File: config.mk
export PLATFORM = sky130hd
export DESIGN_NAME = dmem_ctrl
export DESIGN_NICKNAME = d
export VERILOG_FILES = /design/src/rtl/dmem_pkg.sv /design/src/rtl/dmem_lane_align.sv /design/src/rtl/dmem_ctrl.sv
export SDC_FILE = /design/constraint.sdc
export NUM_CORES = 1
export LEC_CHECK = 0
export ABC_AREA = 1
export CAP_MARGIN = 15
export CORE_UTILIZATION = 33
export CTS_CLUSTER_DIAMETER = 80
export CTS_CLUSTER_SIZE = 24
export DETAILED_ROUTE_END_ITERATION = 8
export PLACE_DENSITY = 0.73
export SETUP_SLACK_MARGIN = 0.1
export SLEW_MARGIN = 20
export SYNTH_ARGS = -nofsm -noshare
export SYNTH_HDL_FRONTEND = slang
export SYNTH_SLANG_ARGS = --single-unit
export TNS_END_PERCENT = 1
File: constraint.sdc
create_clock -name clk -period 3.3 [get_ports clk]
set_input_delay 0.66 -clock clk [delete_from_list [all_inputs] [get_ports clk]]
set_output_delay 0.66 -clock clk [all_outputs]
set_load 0.02 [all_outputs]
File: src/rtl/dmem_pkg.sv
// Shared definitions for the data-memory controller: memop codes, FSM states
// and the request legality check.
package dmem_pkg;

    localparam logic [2:0] MOP_B  = 3'b000;
    localparam logic [2:0] MOP_H  = 3'b001;
    localparam logic [2:0] MOP_W  = 3'b010;
    localparam logic [2:0] MOP_BU = 3'b100;
    localparam logic [2:0] MOP_HU = 3'b101;

    typedef enum logic [2:0] {
        StIdle,
        StRd,
        StWait,
        StWr,
        StResp
    } state_e;

    // Illegal memop for the access direction, or address not aligned to the access size.
    function automatic logic memop_bad(input logic we, input logic [2:0] memop,
                                       input logic [1:0] addr_lo);
        logic bad;
        case (memop)
            MOP_B:   bad = 1'b0;
            MOP_H:   bad = addr_lo[0];
            MOP_W:   bad = (addr_lo != 2'b00);
            MOP_BU:  bad = we;
            MOP_HU:  bad = we | addr_lo[0];
            default: bad = 1'b1;
        endcase
        return bad;
    endfunction

endpackage

File: src/rtl/dmem_lane_align.sv
// Lane steering for sub-word accesses: extracts and extends load data, and merges
// a store lane into the word read back from the SRAM.
module dmem_lane_align
    import dmem_pkg::*;
(
    input  logic [2:0]  memop_i,
    input  logic [1:0]  byte_off_i,
    input  logic [31:0] rdata_i,
    input  logic [31:0] wdata_i,
    output logic [31:0] load_data_o,
    output logic [31:0] store_word_o
);

    logic [7:0]  byte_v;
    logic [15:0] half_v;

    always_comb begin
        byte_v = rdata_i[{byte_off_i, 3'b000} +: 8];
        half_v = byte_off_i[1] ? rdata_i[31:16] : rdata_i[15:0];
    end

    always_comb begin
        load_data_o = rdata_i;
        case (memop_i)
            MOP_B:   load_data_o = {{24{byte_v[7]}}, byte_v};
            MOP_BU:  load_data_o = {24'h0, byte_v};
            MOP_H:   load_data_o = {{16{half_v[15]}}, half_v};
            MOP_HU:  load_data_o = {16'h0, half_v};
            default: load_data_o = rdata_i;
        endcase
    end

    always_comb begin
        store_word_o = rdata_i;
        case (memop_i)
            MOP_B: store_word_o[{byte_off_i, 3'b000} +: 8] = wdata_i[7:0];
            MOP_H: begin
                if (byte_off_i[1]) begin
                    store_word_o[31:16] = wdata_i[15:0];
                end else begin
                    store_word_o[15:0] = wdata_i[15:0];
                end
            end
            default: store_word_o = wdata_i;
        endcase
    end

endmodule

File: src/rtl/dmem_ctrl.sv
// Data-memory controller: byte/half/word loads and stores against a single-port
// word SRAM, with read-modify-write for sub-word stores.
module dmem_ctrl #(
    parameter int unsigned ADDR_W = 15
) (
    input  logic              clk,
    input  logic              rst,
    input  logic              req_valid,
    output logic              req_ready,
    input  logic              req_we,
    input  logic [2:0]        req_memop,
    input  logic [31:0]       req_addr,
    input  logic [31:0]       req_wdata,
    output logic              rsp_valid,
    output logic [31:0]       rsp_rdata,
    output logic              rsp_err,
    output logic              ram_en,
    output logic              ram_we,
    output logic [ADDR_W-1:0] ram_addr,
    output logic [31:0]       ram_wdata,
    input  logic [31:0]       ram_rdata
);

    import dmem_pkg::*;

    state_e              state_q, state_d;
    logic                we_q;
    logic [2:0]          memop_q;
    logic [1:0]          off_q;
    logic [ADDR_W-1:0]   addr_q;
    logic [31:0]         wdata_q;
    logic [31:0]         rdata_q;
    logic                err_q;

    logic                accept;
    logic                range_err;
    logic                req_err;
    logic [31:0]         load_data;
    logic [31:0]         store_word;

    assign accept    = (state_q == StIdle) && req_valid;
    assign range_err = |req_addr[31:ADDR_W+2];
    assign req_err   = range_err | memop_bad(req_we, req_memop, req_addr[1:0]);

    dmem_lane_align u_lane_align (
        .memop_i      (memop_q),
        .byte_off_i   (off_q),
        .rdata_i      (ram_rdata),
        .wdata_i      (wdata_q),
        .load_data_o  (load_data),
        .store_word_o (store_word)
    );

    always_ff @(posedge clk or posedge rst) begin
        if (rst) begin
            state_q <= StIdle;
        end else begin
            state_q <= state_d;
        end
    end

    always_comb begin
        state_d = state_q;
        unique case (state_q)
            StIdle: begin
                if (req_valid) begin
                    if (req_err) begin
                        state_d = StResp;
                    end else if (req_we && (req_memop == MOP_W)) begin
                        state_d = StWr;
                    end else begin
                        state_d = StRd;
                    end
                end
            end
            StRd:   state_d = StWait;
            StWait: state_d = we_q ? StWr : StResp;
            StWr:   state_d = StResp;
            StResp: state_d = StIdle;
            default: state_d = StIdle;
        endcase
    end

    // SRAM strobes come straight from the state so reset drops them without a clock.
    always_comb begin
        req_ready = 1'b0;
        rsp_valid = 1'b0;
        ram_en    = 1'b0;
        ram_we    = 1'b0;
        unique case (state_q)
            StIdle: req_ready = 1'b1;
            StRd:   ram_en = 1'b1;
            StWr: begin
                ram_en = 1'b1;
                ram_we = 1'b1;
            end
            StResp: rsp_valid = 1'b1;
            default: ;
        endcase
    end

    // wdata_q doubles as the SRAM write word: raw store data, then the merged word for RMW.
    always_ff @(posedge clk or posedge rst) begin
        if (rst) begin
            we_q    <= 1'b0;
            memop_q <= MOP_B;
            off_q   <= 2'b00;
            addr_q  <= '0;
            wdata_q <= 32'h0;
            rdata_q <= 32'h0;
            err_q   <= 1'b0;
        end else if (accept) begin
            we_q    <= req_we;
            memop_q <= req_memop;
            off_q   <= req_addr[1:0];
            addr_q  <= req_addr[ADDR_W+1:2];
            wdata_q <= req_wdata;
            rdata_q <= 32'h0;
            err_q   <= req_err;
        end else if (state_q == StWait) begin
            if (we_q) begin
                wdata_q <= store_word;
            end else begin
                rdata_q <= load_data;
            end
        end
    end

    assign ram_addr  = addr_q;
    assign ram_wdata = wdata_q;
    assign rsp_rdata = rdata_q;
    assign rsp_err   = err_q;

endmodule

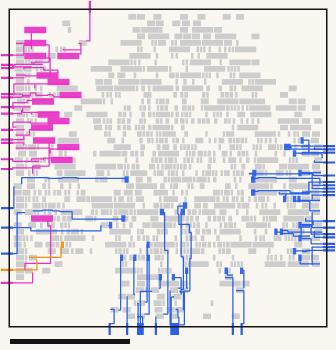
**Above:** run 1 (nets reached from selected ports).
The bar under the picture is 50 µm long.
color	port	bits	direction	edge	end cells	buffers	wire
orange	`rsp_valid`	1	output	left	1	1	32.8 µm
magenta	`ram_addr`	15	output	14 left, 1 top	15	15	476 µm
blue	`req_wdata`	32	input	17 right, 12 bottom, 3 left	32	32	992 µm

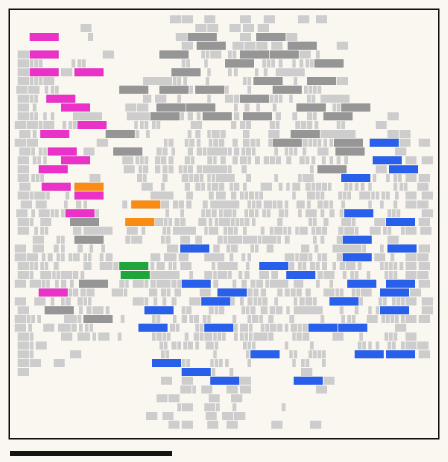
**Above:** run 1 (sequential cells colored by netlist name).
The bar under the picture is 50 µm long.
color	netlist name	flops
magenta	`ram_addr`	15
orange	`memop_q`	3
blue	`ram_wdata`	32
green	`off_q`	2
not colored	37

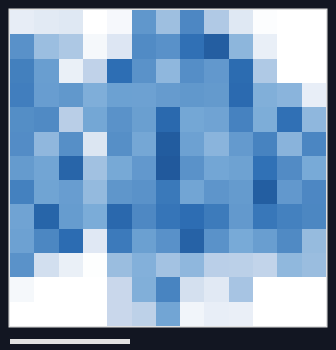
**Above:** run 1 (local utilization).
The bar under the picture is 50 µm long. 13 x 13 tiles, from white (low) to dark blue (high), 0 to 100% covered.
emptiest ninth of the die	lower left
fullest tile	83%
tiles over 75% full	7.7%
nearly empty tiles	13%
mean over tiles	43%

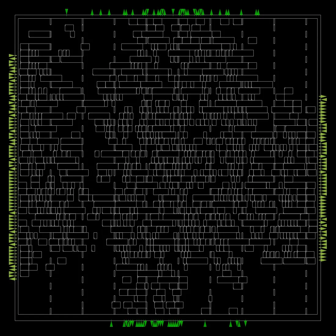
**Above:** run 1 (cell outlines without signal wires).
core box area: 16,500 µm²
Final Util: 0.475

==> impl_metrics.ini, run 1 <==
; yosys + openroad results
[logic_synthesis]
yosys_area_um2 = 5580
top_cells_by_area = dfrtp_1 40%, nand2_1 22%, o21ai_0 5.6%
ys_warn_count = 0
ys_cells = 810
syn_nets = 918
synth_area_um2 = 5580
ys_types = 37

[power]
p_leak_nw = 3.75
power_density_nw_per_um2 = 791

[run_status]
outcome = completed

[die]
fp_util = 0.338
die_w_um = 132
ios = 187

[sta]
tightest_slew_ps = 629
fin_setup_tns_ps = 0
drv_slew = 0

[routing]
wl_um = 19100
drt_iter0_markers = 509
dr.pass1.iters = 6

[global_route]
grt_pass1_vias = 5702
antenna_found_initial = 1

[cts]
numCtsBuffers = 9
cts_tree = done
post_cts_resize_count = 0
clk_pin_slew_worst_paths_ps = 60
hold_buffers = 0

[finish]
final_cell_count_no_fill = 1200
flop_area_um2 = 2230
fillers = 1617

[critical_path]
crit_type = flop to flop
[run 1: state kept, by name, indices dropped and copies added (netlist names)]
name       flops
ram_addr      15
off_q          2
ram_wdata     32
rsp_rdata     32
state_q        3
memop_q        3
we_q           1
rsp_err        1
[run 1: final cells by class]
type                    count  area share
multi-input cells         624       0.368
flip-flops and latches     89       0.284
repair buffers            194       0.246
well taps                 220      0.0351
clock buffers              10      0.0292
inverters                  56      0.0282
clock inverters             6     0.00861
diodes                      1    0.000319
[run 1: routing by layer]
layer / up-vias / global-route usage / routed length (µm)
met2: 333 / 0.342 / 8530
met1: 2661 / 0.298 / 7910
met4: 0 / 0.0988 / 610
li1: 2923 / - / -
met5: - / 0 / 0
met3: 39 / 0.0677 / 2050
[run 1: synth_stat cells (all sizes together)]
library cell / number
nand2: 339
dfrtp: 89
nor2: 85
o21ai: 78
inv: 53
a21oi: 42
nand3: 41
buf: 34
o211ai: 12
o22ai: 11
clkbuf: 7
ha: 5
a211oi: 4
nor3: 4
clkinv: 3
nand4: 1
nor4: 1
or2: 1
[run 1: power breakdown]
| part | switching, mW | leakage, nW | internal [mW] |
|---|---|---|---|
| registers | 0.339 | 1.15 | 1.42 |
| logic | 2.14 | 2.46 | 1.27 |
| clock network | 0.454 | 0.139 | 0.590 |
| total | 2.93 | 3.75 | 3.28 |
[run 1: logic make-up (layout without fill, tap and decap cells)]
group / Yosys count / after routing / share of synthesized area
adder cells (fa/ha/maj): 5 / 5 / 0.0112
buffers and inverters: 97 / 266 / 0.0834
flip-flops: 89 / 89 / 0.399
AND/OR/NAND/NOR: 472 / 472 / 0.357
other: 0 / 1 / 0
AND-OR/OR-AND: 147 / 147 / 0.150
[run 1: path summary, 6_finish.rpt]
kind / startpoint / endpoint / slack, ps / cells past startpoint
worst max-delay path: off_q[0]$_DFFE_PP0P_ / ram_wdata[17]$_DFFE_PP0P_ / 910 / 11
worst min-delay path: ram_wdata[19]$_DFFE_PP0P_ / ram_wdata[19]$_DFFE_PP0P_ / 480 / 2
worst min register to register: ram_wdata[19]$_DFFE_PP0P_ / ram_wdata[19]$_DFFE_PP0P_ / 480 / 2
worst max register to register: off_q[0]$_DFFE_PP0P_ / ram_wdata[17]$_DFFE_PP0P_ / 910 / 11
max in group asynchronous: rst / rsp_rdata[4]$_DFFE_PP0P_ / 1970 / 3
min in group asynchronous: rst / ram_addr[0]$_DFFE_PP0P_ / 680 / 2
[run 1: worst max-delay path, stage by stage, from the launching register on]
cell,delay [ps]
dfrtp_1,330
buf_4,300
inv_2,190
ha_1,340
clkinv_1,280
nor3_4,420
nand3_1,130
nand3_1,90
nand2_1,70
nand2_1,70
nand2_1,60
nand2_1,50
[run 1: stage by stage]
stage	power [mW]	instance area (µm²)	hold slack [ps]	util
2_1_floorplan	4.01	5580	530	-
3_3_place_gp	5.10	7550	460	0.457
3_5_place_dp	5.13	7550	465	0.457
4_1_cts	6.21	7850	482	0.475
5_1_grt	6.68	7850	498	0.475
6_report	6.21	7850	478	0.475
==> inputs of run 2 (changes only) <==
- clock period: 3.3 -> 2.31 ns (I/O delays scaled with it)
==> impl_metrics.ini, run 2 <==
; yosys + openroad results
[power]
power_density_nw_per_um2 = 1140
power_frac_seq = 0.275
internal-power_mw = 4.90
p_leak_nw = 3.81
p_switching_mw = 4.17
power.total_mw = 9.08
pwr-share-comb = 0.547
swShare = 0.460

[min_path]
hold-path-cell-count = 2
hold_end = rsp_rdata[23]$_DFFE_PP0P_
min_from = rsp_rdata[23]$_DFFE_PP0P_

[die]
core_um2 = 16500

[finish]
flop_area_um2 = 2230

[logic_synthesis]
synthArstFlopShare = 1.00
ys_cells = 810
most_common_cell = nand2_1
ys_warn_count = 0
synth_area_um2 = 5580
ys_types = 37
top_cells_by_area = dfrtp_1 40%, nand2_1 22%, o21ai_0 5.6%
syn_nets = 918
edf_count = 0
yosys_area_um2 = 5580

[global_route]
antenna_found_initial = 1

[routing]
drt_iter0_markers = 471
dr.pass1.iters = 4
wl_um = 18900

[sta]
fin_setup_tns_ps = 0
drv_slew = 0

[critical_path]
ff2ff_path_depth = 10
reg2reg_to = ram_wdata[10]$_DFFE_PP0P_
max_stage_delay_ps = 640
reg2reg_slack_ps = 310
crit_type = flop to output pin
path_buffers = 2
cp_top_family = buffers and inverters
crit_chain = inv_2, nand2_4, nor2_4, clkdlybuf4s50_1

[run_status]
outcome = completed

[cts]
numCtsBuffers = 9
clk_pin_slew_worst_paths_ps = 60
-- run 2: cell count changes in the layout (fill, tap and decap cells not counted), sizes merged --
cell	delta
buf	+5
bufinv	+1
clkbuf	+1
clkdlybuf4s50	-1
clkinvlp	-1
dlygate4sd2	+1
inv	-1
-- run 2: how the worst max path moves through the flow --
stage / start / to / slack (ps) / cells past startpoint
2_1_floorplan: off_q[1]$_DFFE_PP0P_ / ram_wdata[22]$_DFFE_PP0P_ / 280 / 12
3_3_place_gp: ram_rdata[15] / rsp_rdata[30]$_DFFE_PP0P_ / 310 / 7
3_5_place_dp: ram_rdata[15] / rsp_rdata[26]$_DFFE_PP0P_ / 270 / 7
4_1_cts: state_q[1]$_DFFE_PP0P_ / req_ready / 120 / 4
5_1_grt: state_q[1]$_DFFE_PP0P_ / req_ready / 80 / 4
6_report: state_q[1]$_DFFE_PP0P_ / req_ready / 150 / 4
-- run 2: power by group through the flow --
stage / combinational (mW) / clock (mW) / sequential [mW]
after global placement: 4.90 / 0 / 2.51
after CTS: 4.96 / 1.66 / 2.49
after global routing: 5.46 / 1.71 / 2.56
after detailed placement: 4.94 / 0 / 2.51
after floorplan: 2.85 / 0 / 2.89
final: 4.97 / 1.62 / 2.49
-- run 2: final cells by class --
| type | count | share of cell area |
|---|---|---|
| inverter | 56 | 0.0282 |
| clock buffer | 11 | 0.0305 |
| multi-input combinational | 624 | 0.364 |
| sequential | 89 | 0.280 |
| timing repair buffer | 199 | 0.253 |
| clock inverter | 5 | 0.00992 |
| tap | 220 | 0.0346 |
| antenna | 1 | 0.000315 |
-- run 2: kinds of logic (layout without fill, tap and decap cells) --
group	Yosys count	in the layout	share of synthesized area
simple gates	472	472	0.357
compound gates	147	147	0.150
buf+inv	97	271	0.0834
flops	89	89	0.399
fa+ha+maj	5	5	0.0112
other cells	0	1	0
-- run 2: what timing repair did --
item,4_1_cts,5_1_grt
setup endpoints to repair,1,3
hold buffers,0,0
resized,1,0
pin swaps,0,1
-- run 2: routing by layer --
| layer | wire, µm | vias up | track usage |
|---|---|---|---|
| met4 | 533 | 0 | 0.0911 |
| met1 | 8140 | 2657 | 0.291 |
| met3 | 1680 | 35 | 0.0638 |
| met2 | 8560 | 256 | 0.347 |
| met5 | 0 | - | 0 |
| li1 | - | 2936 | - |
-- run 2: stage by stage --
step,std cells,instance area [µm²],worst slack [ps]
after floorplan,810,5590,275
after global placement,1188,7630,309
after detailed placement,1188,7630,274
after CTS,1204,7950,122
after global routing,1204,7950,84.4
final,1205,7950,148
-- run 2: worst min-delay path, stage by stage (launching register included) --
cell and delay, ps:
dfrtp_1 340, nand2_1 50, nand2_1 50
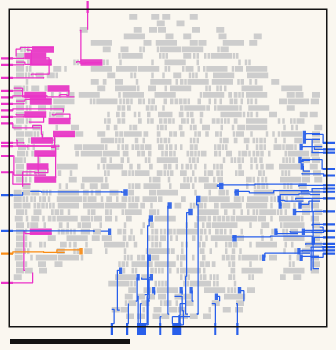
**Above:** run 2 (nets reached from selected ports).
The bar under the picture is 50 µm long.
color	port	bits	direction	edge	end cells	buffers	wire
orange	`rsp_valid`	1	output	left	1	1	33.5 µm
magenta	`ram_addr`	15	output	14 left, 1 top	15	15	470 µm
blue	`req_wdata`	32	input	17 right, 13 bottom, 2 left	32	32	919 µm
Boundary Pins: 187
IO buf count: 186

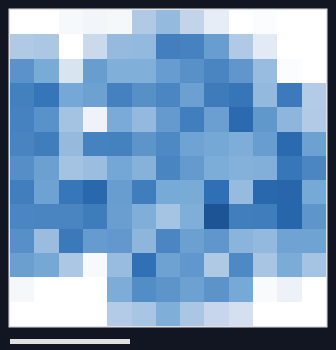
**Above:** run 2 (local utilization).
The bar under the picture is 50 µm long. 13 x 13 tiles, from white (low) to dark blue (high), 0 to 100% covered.
tiles over 75% full	4.1%
fullest tile	86%
mean over tiles	44%
FP Util: 0.338
Final Util: 0.481

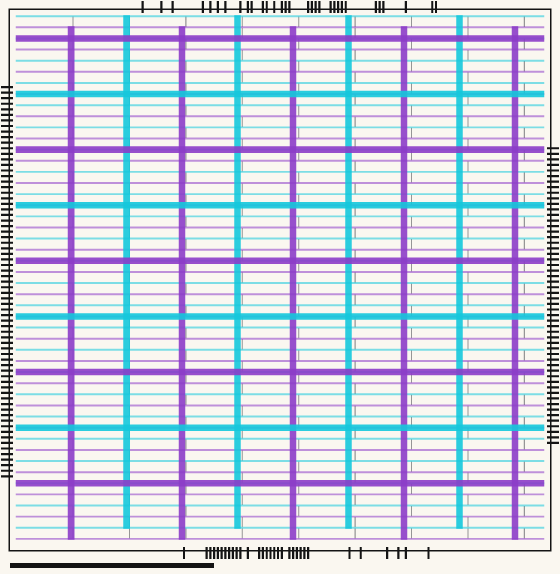
**Above:** run 2 (PDN straps and rails).
The bar under the picture is 50 µm long. Pins as bars on the die edge. Tap cells in gray.
color	net
cyan	VDD
purple	VSS
met5 straps	9
tap cells	220
signal pins	187
rows	47
met4 straps	9
Die Wd: 132 µm
VDD IR-drop max: 625 µV
DIE HEIGHT: 132 µm

Power figures rest on the tool's default switching activity, not on a simulated workload.
